### src/rtl/mem_port_arbiter_pkg.sv
`default_nettype none
// ============================================================================
// Module      : mem_port_arbiter_pkg
// Description : Shared types and constants for the two-port RAM arbiter.
// Revision    : 1.0 - initial release
// ============================================================================
package mem_port_arbiter_pkg;

    typedef enum logic [1:0] {
        ST_IDLE   = 2'd0,
        ST_ACCESS = 2'd1,
        ST_RESP   = 2'd2
    } arb_state_t;

    localparam logic REQ_CORE   = 1'b0;
    localparam logic REQ_LOADER = 1'b1;

    // Clears the byte-offset bits; sliced down to the configured address width.
    localparam logic [63:0] WORD_ADDR_MASK = ~64'h3;

endpackage
`default_nettype wire

### src/rtl/mem_port_arbiter_rr_arbiter2.sv
`default_nettype none
// ============================================================================
// Module      : rr_arbiter2
// Description : Two-input round-robin grant with a last-grant register.
// Revision    : 1.0 - initial release
// ============================================================================
module rr_arbiter2
    import mem_port_arbiter_pkg::*;
#(
    parameter int CORE_FIRST = 1
) (
    input  logic       clk,
    input  logic       rst,
    input  logic [1:0] i_req,
    input  logic       i_update,
    output logic       o_valid,
    output logic       o_grant
);

    logic r_last;

    always_ff @(posedge clk) begin
        if (rst) begin
            // Pretend the other side was served last so the preferred side wins first.
            r_last <= (CORE_FIRST != 0) ? REQ_LOADER : REQ_CORE;
        end else if (i_update && o_valid) begin
            r_last <= o_grant;
        end
    end

    always_comb begin
        o_valid = |i_req;
        o_grant = REQ_CORE;
        if (&i_req) begin
            o_grant = ~r_last;
        end else if (i_req[REQ_LOADER]) begin
            o_grant = REQ_LOADER;
        end
    end

endmodule
`default_nettype wire

### src/rtl/mem_port_arbiter.sv
`default_nettype none
// ============================================================================
// Module      : mem_port_arbiter
// Description : Shares a single-port RAM between the core data port and the
//               loader/debug port with a fixed three-cycle access sequence.
// Revision    : 1.0 - initial release
// ============================================================================
module mem_port_arbiter
    import mem_port_arbiter_pkg::*;
#(
    parameter int ADDR_W     = 32,
    parameter int MEM_WORDS  = 1024,
    parameter int CORE_FIRST = 1
) (
    input  logic              clk,
    input  logic              reset,
    input  logic              r0_req,
    input  logic [ADDR_W-1:0] r0_addr,
    input  logic [31:0]       r0_wdata,
    input  logic [3:0]        r0_wmask,
    output logic [31:0]       r0_rdata,
    output logic              r0_ack,
    input  logic              r1_req,
    input  logic [ADDR_W-1:0] r1_addr,
    input  logic [31:0]       r1_wdata,
    input  logic [3:0]        r1_wmask,
    output logic [31:0]       r1_rdata,
    output logic              r1_ack,
    output logic [ADDR_W-1:0] mem_addr,
    output logic [31:0]       mem_wdata,
    output logic [3:0]        mem_wmask,
    output logic              mem_rstrb,
    input  logic [31:0]       mem_rdata,
    output logic              oob_err
);

    localparam logic [ADDR_W:0] c_mem_bytes = (ADDR_W+1)'(MEM_WORDS * 4);

    arb_state_t        r_state;
    arb_state_t        w_state_nxt;
    logic              w_grant_en;
    logic              w_arb_valid;
    logic              w_arb_grant;

    logic              r_grant;
    logic              r_is_read;
    logic [ADDR_W-1:0] r_mem_addr;
    logic [31:0]       r_mem_wdata;
    logic [3:0]        r_mem_wmask;
    logic              r_mem_rstrb;
    logic              r_oob;
    logic [31:0]       r_r0_rdata;
    logic [31:0]       r_r1_rdata;

    logic [ADDR_W-1:0] w_win_addr;
    logic [ADDR_W-1:0] w_aligned;
    logic [ADDR_W-1:0] w_wrapped;
    logic [31:0]       w_win_wdata;
    logic [3:0]        w_win_wmask;
    logic              w_oob;
    logic              w_resp;

    rr_arbiter2 #(
        .CORE_FIRST (CORE_FIRST)
    ) u_rr (
        .clk      (clk),
        .rst      (reset),
        .i_req    ({r1_req, r0_req}),
        .i_update (w_grant_en),
        .o_valid  (w_arb_valid),
        .o_grant  (w_arb_grant)
    );

    always_ff @(posedge clk) begin
        if (reset) begin
            r_state <= ST_IDLE;
        end else begin
            r_state <= w_state_nxt;
        end
    end

    always_comb begin
        w_state_nxt = r_state;
        w_grant_en  = 1'b0;
        case (r_state)
            ST_IDLE: begin
                if (w_arb_valid) begin
                    w_grant_en  = 1'b1;
                    w_state_nxt = ST_ACCESS;
                end
            end
            ST_ACCESS: w_state_nxt = ST_RESP;
            ST_RESP:   w_state_nxt = ST_IDLE;
            default:   w_state_nxt = ST_IDLE;
        endcase
    end

    always_comb begin
        w_win_addr  = (w_arb_grant == REQ_LOADER) ? r1_addr  : r0_addr;
        w_win_wdata = (w_arb_grant == REQ_LOADER) ? r1_wdata : r0_wdata;
        w_win_wmask = (w_arb_grant == REQ_LOADER) ? r1_wmask : r0_wmask;
        w_aligned   = w_win_addr & WORD_ADDR_MASK[ADDR_W-1:0];
        // Out-of-range accesses still go through, wrapped into the RAM.
        w_oob       = ({1'b0, w_aligned} >= c_mem_bytes);
        w_wrapped   = ADDR_W'({1'b0, w_aligned} % c_mem_bytes);
    end

    always_ff @(posedge clk) begin
        if (reset) begin
            r_grant     <= REQ_CORE;
            r_is_read   <= 1'b0;
            r_mem_addr  <= '0;
            r_mem_wdata <= '0;
            r_mem_wmask <= '0;
            r_mem_rstrb <= 1'b0;
            r_oob       <= 1'b0;
            r_r0_rdata  <= '0;
            r_r1_rdata  <= '0;
        end else begin
            if (w_grant_en) begin
                r_grant     <= w_arb_grant;
                r_is_read   <= (w_win_wmask == 4'h0);
                r_mem_addr  <= w_wrapped;
                r_mem_wdata <= w_win_wdata;
                r_mem_wmask <= w_win_wmask;
                r_mem_rstrb <= (w_win_wmask == 4'h0);
                if (w_oob) begin
                    r_oob <= 1'b1;
                end
            end else if (r_state == ST_ACCESS) begin
                r_mem_wmask <= '0;
                r_mem_rstrb <= 1'b0;
            end
            if ((r_state == ST_RESP) && r_is_read) begin
                if (r_grant == REQ_LOADER) begin
                    r_r1_rdata <= mem_rdata;
                end else begin
                    r_r0_rdata <= mem_rdata;
                end
            end
        end
    end

    // The ack is suppressed in a reset cycle so an aborted access never completes.
    assign w_resp    = (r_state == ST_RESP) && !reset;
    assign r0_ack    = w_resp && (r_grant == REQ_CORE);
    assign r1_ack    = w_resp && (r_grant == REQ_LOADER);
    assign r0_rdata  = (r0_ack && r_is_read) ? mem_rdata : r_r0_rdata;
    assign r1_rdata  = (r1_ack && r_is_read) ? mem_rdata : r_r1_rdata;
    assign mem_addr  = r_mem_addr;
    assign mem_wdata = r_mem_wdata;
    assign mem_wmask = r_mem_wmask;
    assign mem_rstrb = r_mem_rstrb;
    assign oob_err   = r_oob;

endmodule
`default_nettype wire

### config.mk
export PLATFORM = sky130hd
export DESIGN_NAME = mem_port_arbiter
export DESIGN_NICKNAME = d
export VERILOG_FILES = /design/src/rtl/mem_port_arbiter_pkg.sv /design/src/rtl/mem_port_arbiter_rr_arbiter2.sv /design/src/rtl/mem_port_arbiter.sv
export SDC_FILE = /design/constraint.sdc
export NUM_CORES = 1
export LEC_CHECK = 0
export CELL_PAD_IN_SITES_DETAIL_PLACEMENT = 0
export CELL_PAD_IN_SITES_GLOBAL_PLACEMENT = 1
export CORE_MARGIN = 10
export CORE_UTILIZATION = 25
export DETAILED_ROUTE_END_ITERATION = 10
export PLACE_DENSITY = 0.76
export SYNTH_ARGS = -nofsm -noshare
export SYNTH_HDL_FRONTEND = slang
export SYNTH_SLANG_ARGS = --single-unit
### constraint.sdc
create_clock -name clk -period 1.8 [get_ports clk]
set_clock_uncertainty 0.05 [all_clocks]
set_input_delay 0.45 -clock clk [delete_from_list [all_inputs] [get_ports clk]]
set_output_delay 0.45 -clock clk [all_outputs]
set_load 0.05 [all_outputs]
Fig. 1: cell sizes after repair
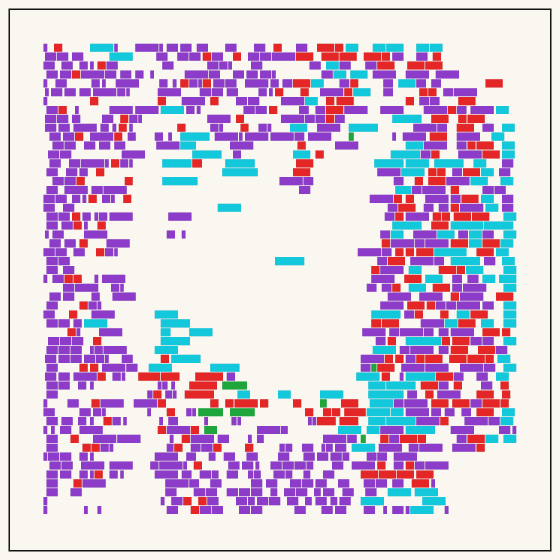
| colour | size | cells | share | most used |
|---|---|---|---|---|
| purple | x1 and smaller | 541 | 62% | clkdlybuf4s50_1 |
| red | x3 and x4 | 200 | 23% | buf_4 |
| green | x2 | 8 | 0.92% | dfxtp_2 |
| cyan | x6 and larger | 117 | 14% | buf_6 |

Fig. 2: wiring by layer
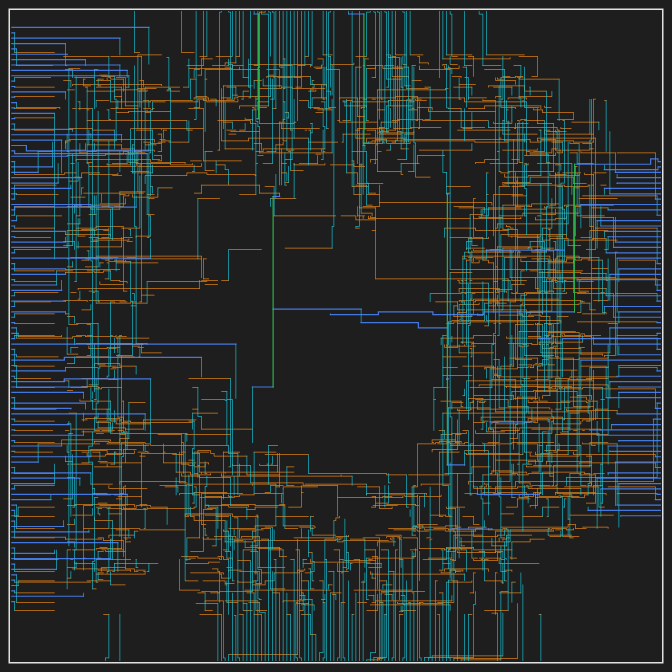
| colour | layer | wire length |
|---|---|---|
| cyan | M2 | 9700 microns |
| green | M4 | 214 microns |
| orange | M1 | 8330 microns |
| blue | M3 | 2120 microns |

==> notes.md <==
run metrics: status=complete, but fails checks, violated checks=setup timing, post-synthesis sequential area ratio=44.41%, Final nets=1025, setup ws final=-698.7 ps, die height=165.2 microns, met2 Track Usage GR=21.59%, global placement routability congestion=0.7398, Fillers=1874, crit path launch type=flip-flop, Syn-to-layout area delta=94.90%, Worst Path Class, Setup=reg -> out, buffers added on ports=281, sequential share of cell area=22.86%, GR peak layer=met2, final setup vio count=66, vias post-DR=5068, logic area=2949 sq um, Main logic family=multiplexers, DP HPWL=15.11 mm, Synth warnings=0, NonClk Buf Share=38.86%, yosys stat chip area=5274 sq um, Die ar.=27300 sq um, Hold Path Sink=mem_wmask[1]$_SDFFE_PP0P_, Non-clk bufs=383, drt total wl=20.36 mm, min-delay src=mem_wmask[1]$_SDFFE_PP0P_, Post-synth ARST share=0%, RSZ-0062 raised after global routing=yes, post-placement cell count=1085, clk latency late pin=400 ps, Die Wd=165.2 microns, Area-dominant class=buffers, initial antenna violation count=0, number of global-route vias before repair=5310
Fig. 3: cell classes on the final placement
Fill, decap, tap and diode cells in grey.
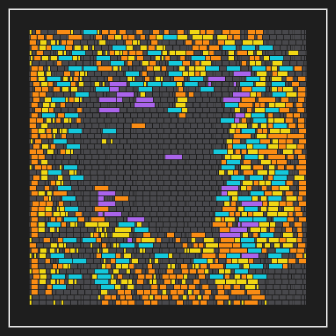
| colour | class | cells | share of their area |
|---|---|---|---|
| purple | clock drivers and dummy loads | 32 | 6.4% |
| cyan | registers | 117 | 24% |
| yellow | remaining logic cells | 334 | 30% |
| orange | remaining buffers and delay cells | 383 | 40% |

-- worst max-delay path by stage --
stage	to	depth (start not counted)	startpoint	slack, ps
after detailed placement	r1_rdata[3]	5	reset	-400
after global routing	r1_rdata[17]	6	r_state[0]$_SDFFE_PP0P_	-770
after CTS	r1_rdata[25]	6	r_state[0]$_SDFFE_PP0P_	-700
after floorplan	r0_rdata[10]	4	r_state[0]$_SDFFE_PP0P_	-220
final	r1_rdata[17]	6	r_state[0]$_SDFFE_PP0P_	-700
after global placement	r1_rdata[6]	5	reset	-360
-- where the power goes --
part | total, mW | switching [mW] | leakage [nW] | internal [mW]
Sequential | 2.82 | 0.0867 | 0.957 | 2.73
Combinational | 1.91 | 1.06 | 3.12 | 0.848
Clock | 3.65 | 1.25 | 0.300 | 2.40
Total | 8.38 | 2.40 | 4.37 | 5.98
-- cell families after synthesis --
logic type      after synthesis
flops                       117
compound gates              115
mux                         111
buf+inv                      64
simple gates                 84
other cells                   1
-- layer usage --
metal  vias to the layer above  routed length (microns)
li1                       2530                        -
met1                      2328                     8329
met2                       197                     9701
met3                        13                     2117
met4                         0                      214
met5                         -                        0
-- timing repair --
action                     in CTS  in global routing
setup buffers                   5                 13
pin swaps                       4                  2
gates resized                  64                 25
setup endpoints to repair      66                 66
cloned                          2                  5
-- flip-flops by register name, summed over array words and instances (netlist names) --
signal       count
oob_err          1
u_rr.r_last      1
r_is_read        1
mem_addr        10
mem_rstrb        1
r_grant          1
r_r1_rdata      32
mem_wmask        4
r_r0_rdata      32
r_state          2
mem_wdata       32
-- worst max-delay path: stages, from the launching register on --
cell,delay [ps]
dfxtp_2,310
nand3b_4,180
nor3b_4,220
buf_6,210
clkbuf_16,180
mux2_4,320
buf_6,160
Power is estimated from default activity; no workload was simulated.
